### src/rtl/ebpf_alu_divider_if.sv
`default_nettype none
// ============================================================================
// Module   : ebpf_alu_divider_if
// Brief    : Request/response bundle between the execute-stage controller
//            and the eBPF multi-cycle divider. signed_op exists only when
//            EBPF_DIV_SIGNED_EN is defined.
// Revision : 1.0
// ============================================================================
interface ebpf_alu_divider_if #(
    parameter int WIDTH = 32
);
    logic             start;
    logic [WIDTH-1:0] dividend;
    logic [WIDTH-1:0] divisor;
`ifdef EBPF_DIV_SIGNED_EN
    logic             signed_op;
`endif
    logic             busy;
    logic             done;
    logic [WIDTH-1:0] quotient;
    logic [WIDTH-1:0] remainder;
    logic             div_by_zero;

    modport master (
        output start,
        output dividend,
        output divisor,
`ifdef EBPF_DIV_SIGNED_EN
        output signed_op,
`endif
        input  busy,
        input  done,
        input  quotient,
        input  remainder,
        input  div_by_zero
    );

    modport slave (
        input  start,
        input  dividend,
        input  divisor,
`ifdef EBPF_DIV_SIGNED_EN
        input  signed_op,
`endif
        output busy,
        output done,
        output quotient,
        output remainder,
        output div_by_zero
    );
endinterface
`default_nettype wire

### src/rtl/ebpf_alu_divider.sv
`default_nettype none
// ============================================================================
// Module   : ebpf_alu_divider
// Brief    : Multi-cycle restoring divider for the eBPF DIV/MOD opcodes.
//            Define EBPF_DIV_SIGNED_EN to add signed division via signed_op.
// Revision : 1.0
// ============================================================================
module ebpf_alu_divider #(
    parameter int WIDTH = 32
) (
    input  wire logic              clk,
    input  wire logic              rst,
    ebpf_alu_divider_if.slave      bus
);

    localparam int                 c_CNT_W    = $clog2(WIDTH);
    localparam logic [c_CNT_W-1:0] c_CNT_LAST = c_CNT_W'(WIDTH - 1);
    localparam logic [c_CNT_W-1:0] c_CNT_ONE  = c_CNT_W'(1);

    typedef enum logic [1:0] {
        S_IDLE = 2'd0,
        S_RUN  = 2'd1,
        S_ZERO = 2'd2,
        S_DONE = 2'd3
    } state_t;

    state_t             r_state;
    state_t             w_state_next;
    logic               w_busy;
    logic               w_done;
    logic               w_accept;
    logic               w_div_zero;
    logic               w_last;

    logic [WIDTH-1:0]   r_rem;
    logic [WIDTH-1:0]   r_q;
    logic [WIDTH-1:0]   r_div;
    logic [c_CNT_W-1:0] r_cnt;
    logic               r_neg_q;
    logic               r_neg_r;

    logic [WIDTH-1:0]   r_quotient;
    logic [WIDTH-1:0]   r_remainder;
    logic               r_div_by_zero;

    logic [WIDTH-1:0]   w_mag_dividend;
    logic [WIDTH-1:0]   w_mag_divisor;
    logic               w_neg_q;
    logic               w_neg_r;

    logic [WIDTH:0]     w_trial;
    logic               w_fits;
    logic [WIDTH-1:0]   w_rem_next;
    logic [WIDTH-1:0]   w_q_next;
    logic [WIDTH-1:0]   w_quo_final;
    logic [WIDTH-1:0]   w_rem_final;

    // A divide-by-zero request parks in S_ZERO for one cycle so its done
    // pulse lands one edge after acceptance; only IDLE and DONE accept work.
    assign w_accept   = bus.start && ((r_state == S_IDLE) || (r_state == S_DONE));
    assign w_div_zero = (bus.divisor == '0);
    assign w_last     = (r_cnt == '0);

`ifdef EBPF_DIV_SIGNED_EN
    logic w_dvd_neg;
    logic w_dvs_neg;

    assign w_dvd_neg      = bus.signed_op && bus.dividend[WIDTH-1];
    assign w_dvs_neg      = bus.signed_op && bus.divisor[WIDTH-1];
    // The most-negative dividend keeps its bit pattern as a magnitude,
    // which is exactly what the overflow case needs.
    assign w_mag_dividend = w_dvd_neg ? (~bus.dividend + 1'b1) : bus.dividend;
    assign w_mag_divisor  = w_dvs_neg ? (~bus.divisor + 1'b1) : bus.divisor;
    assign w_neg_q        = w_dvd_neg ^ w_dvs_neg;
    assign w_neg_r        = w_dvd_neg;
`else
    assign w_mag_dividend = bus.dividend;
    assign w_mag_divisor  = bus.divisor;
    assign w_neg_q        = 1'b0;
    assign w_neg_r        = 1'b0;
`endif

    // Partial remainder stays below the divisor, so the top bit of the
    // WIDTH+1-bit trial difference is a reliable borrow flag.
    assign w_trial     = {r_rem, r_q[WIDTH-1]} - {1'b0, r_div};
    assign w_fits      = ~w_trial[WIDTH];
    assign w_rem_next  = w_fits ? w_trial[WIDTH-1:0] : {r_rem[WIDTH-2:0], r_q[WIDTH-1]};
    assign w_q_next    = {r_q[WIDTH-2:0], w_fits};
    assign w_quo_final = r_neg_q ? (~w_q_next + 1'b1)   : w_q_next;
    assign w_rem_final = r_neg_r ? (~w_rem_next + 1'b1) : w_rem_next;

    always_ff @(posedge clk or posedge rst) begin
        if (rst) begin
            r_state <= S_IDLE;
        end else begin
            r_state <= w_state_next;
        end
    end

    always_comb begin
        w_state_next = r_state;
        w_busy       = 1'b0;
        w_done       = 1'b0;
        case (r_state)
            S_IDLE: begin
                if (w_accept) begin
                    w_state_next = w_div_zero ? S_ZERO : S_RUN;
                end
            end
            S_RUN: begin
                w_busy = 1'b1;
                if (w_last) begin
                    w_state_next = S_DONE;
                end
            end
            S_ZERO: begin
                w_state_next = S_DONE;
            end
            S_DONE: begin
                w_done = 1'b1;
                if (w_accept) begin
                    w_state_next = w_div_zero ? S_ZERO : S_RUN;
                end else begin
                    w_state_next = S_IDLE;
                end
            end
            default: begin
                w_state_next = S_IDLE;
            end
        endcase
    end

    always_ff @(posedge clk or posedge rst) begin
        if (rst) begin
            r_rem         <= '0;
            r_q           <= '0;
            r_div         <= '0;
            r_cnt         <= '0;
            r_neg_q       <= 1'b0;
            r_neg_r       <= 1'b0;
            r_quotient    <= '0;
            r_remainder   <= '0;
            r_div_by_zero <= 1'b0;
        end else if (w_accept) begin
            if (w_div_zero) begin
                r_quotient    <= '0;
                r_remainder   <= bus.dividend;
                r_div_by_zero <= 1'b1;
            end else begin
                r_rem         <= '0;
                r_q           <= w_mag_dividend;
                r_div         <= w_mag_divisor;
                r_cnt         <= c_CNT_LAST;
                r_neg_q       <= w_neg_q;
                r_neg_r       <= w_neg_r;
                r_div_by_zero <= 1'b0;
            end
        end else if (r_state == S_RUN) begin
            r_rem <= w_rem_next;
            r_q   <= w_q_next;
            r_cnt <= r_cnt - c_CNT_ONE;
            if (w_last) begin
                r_quotient  <= w_quo_final;
                r_remainder <= w_rem_final;
            end
        end
    end

    assign bus.busy        = w_busy;
    assign bus.done        = w_done;
    assign bus.quotient    = r_quotient;
    assign bus.remainder   = r_remainder;
    assign bus.div_by_zero = r_div_by_zero;

endmodule
`default_nettype wire
### src/flat_wrapper.sv
// flat-port wrapper written by rule: the top's interface ports become plain ports
module ebpf_alu_divider_flat 
#(
    parameter int WIDTH = 32
)
  (clk, rst, bus_start, bus_dividend, bus_divisor, bus_busy, bus_done, bus_quotient, bus_remainder, bus_div_by_zero);
  ebpf_alu_divider_if #(.WIDTH(WIDTH)) bus_i ();
  input  wire logic clk;
  input  wire logic rst;
  input wire logic [$bits(bus_i.start)-1:0] bus_start;
  input wire logic [$bits(bus_i.dividend)-1:0] bus_dividend;
  input wire logic [$bits(bus_i.divisor)-1:0] bus_divisor;
  output wire logic [$bits(bus_i.busy)-1:0] bus_busy;
  output wire logic [$bits(bus_i.done)-1:0] bus_done;
  output wire logic [$bits(bus_i.quotient)-1:0] bus_quotient;
  output wire logic [$bits(bus_i.remainder)-1:0] bus_remainder;
  output wire logic [$bits(bus_i.div_by_zero)-1:0] bus_div_by_zero;
  assign bus_i.start = bus_start;
  assign bus_i.dividend = bus_dividend;
  assign bus_i.divisor = bus_divisor;
  assign bus_busy = bus_i.busy;
  assign bus_done = bus_i.done;
  assign bus_quotient = bus_i.quotient;
  assign bus_remainder = bus_i.remainder;
  assign bus_div_by_zero = bus_i.div_by_zero;
  ebpf_alu_divider #(.WIDTH(WIDTH)) u_core (.clk(clk), .rst(rst), .bus(bus_i));
endmodule
### config.mk
export PLATFORM = sky130hd
export DESIGN_NAME = ebpf_alu_divider_flat
export DESIGN_NICKNAME = d
export VERILOG_FILES = /design/src/rtl/ebpf_alu_divider_if.sv /design/src/rtl/ebpf_alu_divider.sv /design/src/flat_wrapper.sv
export SDC_FILE = /design/constraint.sdc
export NUM_CORES = 1
export LEC_CHECK = 0
export ABC_AREA = 1
export ABC_CLOCK_PERIOD_IN_PS = 6400
export CAP_MARGIN = 20
export CORE_ASPECT_RATIO = 1.4
export CORE_UTILIZATION = 57
export DETAILED_ROUTE_END_ITERATION = 8
export HOLD_SLACK_MARGIN = 0.15
export PLACE_DENSITY = 0.82
export RECOVER_POWER = 100
export SLEW_MARGIN = 20
export SYNTH_ARGS = -nofsm -noshare
export SYNTH_HDL_FRONTEND = slang
export SYNTH_SLANG_ARGS = --single-unit
### constraint.sdc
create_clock -name clk -period 6.4 [get_ports clk]
set_input_delay 1.28 -clock clk [delete_from_list [all_inputs] [get_ports clk]]
set_output_delay 1.28 -clock clk [all_outputs]
set_load 0.01 [all_outputs]
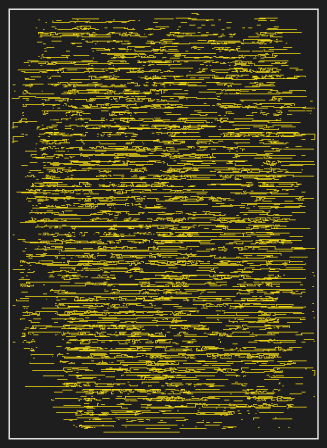
(the metal 1 layer)
The longest straight run is 48.3 um. 1,661 nets have wire on it. The wires run mostly horizontal.
overall via count from detail_route: 10,109
Detailed Route WL: 27.7 mm
GR met1 Demand/Resource: 0.404

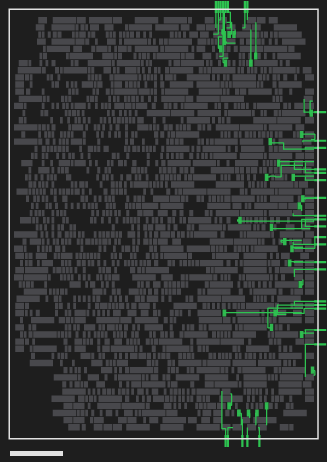
(I/O nets highlighted)
Scale bar: 20 um.
Key: green = `bus_dividend` [bits 32, direction input, edge 19 right, 8 top, 5 bottom, end cells 32, buffers 32, wire 580 um]

==> deck_impl_summary.md <==
Flow Results at a Glance

Outcome
  – Outcome: finished, violations left
  – Violations in the final reports: capacitance limit, slew limit

Logic synthesis
  – Share of synthesized area spent on multiplexers: 0
  – Number of cells in Yosys stat: 1,590
  – Number of storage elements in the synthesis netlist: 168
  – Ys async rst share: 1.00
  – Primary FF master, synth: dfrtp_1
  – Yosys top cell by instances: nand2_1
  – Complex-gate fraction of the synthesized area: 0.0955
  – Total cell area reported by yosys after synthesis: 10,600 sq um
  – Cell type with the highest aggregate area in the netlist: dfrtp_1
  – Cell types with the highest counts after synthesis: nand2_1 (562), inv_1 (268), dfrtp_1 (168), nor2_1 (157), o21ai_0 (99)
  – Adder share: 0.0469
  – Synthesized area: 10,600 sq um
  – Post-synthesis share of cell area spent on xor and xnor gates: 0.00830
  – Simple share: 0.331
  – Number of synthesis warnings: 0
  – Top comb family, area: simple AND/OR/NAND/NOR gates
  – Number of distinct library cells after synthesis: 36
  – Seq/Total Area, Yosys: 0.398
  – Floorplan Nets: 1,696

Die
  – Io pins: 134
  – Floorplan row count: 58
  – Core box area: 18,100 sq um
  – Init Core Util: 0.584
  – Die Width: 117 um
  – Tap cells: 240

Cells and area
  – Top cells excl fill/tap: nand2_1 (561), inv_1 (268), dfrtp_1 (168)
  – Non-clock buffering overhead in the final layout: 0.109
  – Count of filler cells inserted in the layout: 1,571
  – Count of non-filler cells in the finished layout: 1,948
  – Most frequent logic cell in the layout: nand2_1
  – Non-Clock Inverter Count: 272
  – Registers: 168
  – Fin nets: 1,801
  – Fraction of area in registers: 0.334
  – Design area: 12,600 sq um
  – Dominant kind of cell: combinational gates

Hold path
  – Launch instance of the worst min-delay path: u_core.bus.quotient[21]$_DFFE_PP0P_
  – Class of the worst hold path: reg2reg

Drt
  – Drt initial violations: 984
  – Wire length on met3: 1.34 mm
  – Met2 wire length: 13.5 mm
  – Detailed-router iteration count before antenna repair: 5
  – Vias per inst: 5.19

Clock network
  – Root Buffer Master: clkbuf_16
  – Number of sinks handled by clock tree synthesis: 168
  – Max Buffers Root-to-Sink: 2
  – Clock input transition at the sequential cells of the worst setup and hold paths: 70 ps
  – Cts bufs inserted: 17
  – Number of H-tree levels: 4

Placed design
  – Routability-driven placement congestion ratio: 0.943
  – Placed cell areas: 12,000 sq um

Worst setup path
  – Critical path depth in cells: 10
  – Maximum fanout along the worst path: 98
  – Arr. time, crit path: 5050 ps
  – Kind of critical path: in2reg
  – Crit path launch: bus_divisor[25]
  – Cells along the critical path: clkdlybuf4s50_1, nor3_1, nor3b_1, nand3_1, nor2_1, nor2_4, clkbuf_1, nor2_4, buf_4, o21ai_0
  – R2R depth: 10
  – Max stage delay on crit path: 860 ps
  – Required @ worst endpoint: 6650 ps

Global routing
  – GR Overflow Total: 0
  – Number of global-route vias before repair: 9,497
  – Number of antenna violations at the first check in global routing: 0
  – Wire length of the first global-routing pass: 45.3 mm

Final timing
  – Post-route minimum period: 4800 ps
  – RSZ-0062 raised after global routing: false
  – Max-slew violation count: 248
  – Setup tns final: 0 ps
  – Achievable clock frequency: 0.209 GHz
  – Period utilisation layout: 0.749
  – Count of final hold-check violations: 0

Run
  – Maxcap violations: 3
  – Count of tool warnings: 30
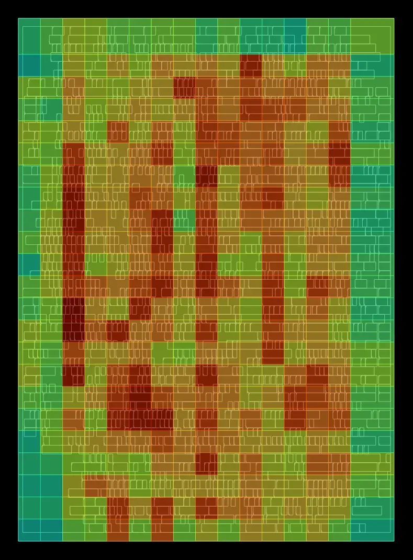
(track usage over the die)
global-route track usage on met3: 0.0430
M2 GR Usage: 0.517
Most Crowded Layer GR: met2
average routed wire per standard cell: 14.2 um
final core utilization: 0.697

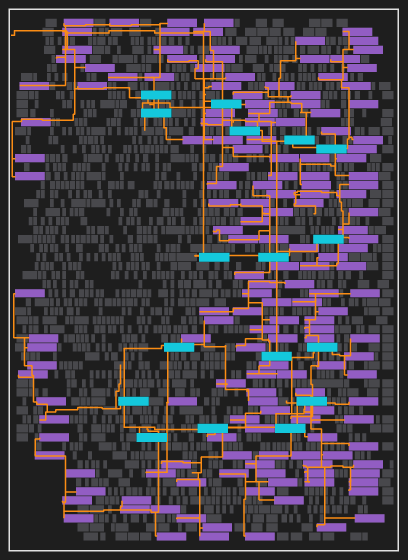
(clock wires, drivers and flops)
Key: purple = flip-flops [count 168]; cyan = cells driving clock nets [count 17]; orange = clock wires [length 2,120 um]
There are 18 routed clock nets. Position of the flops: spread over the die.
Insertion Delay late pin: 430 ps

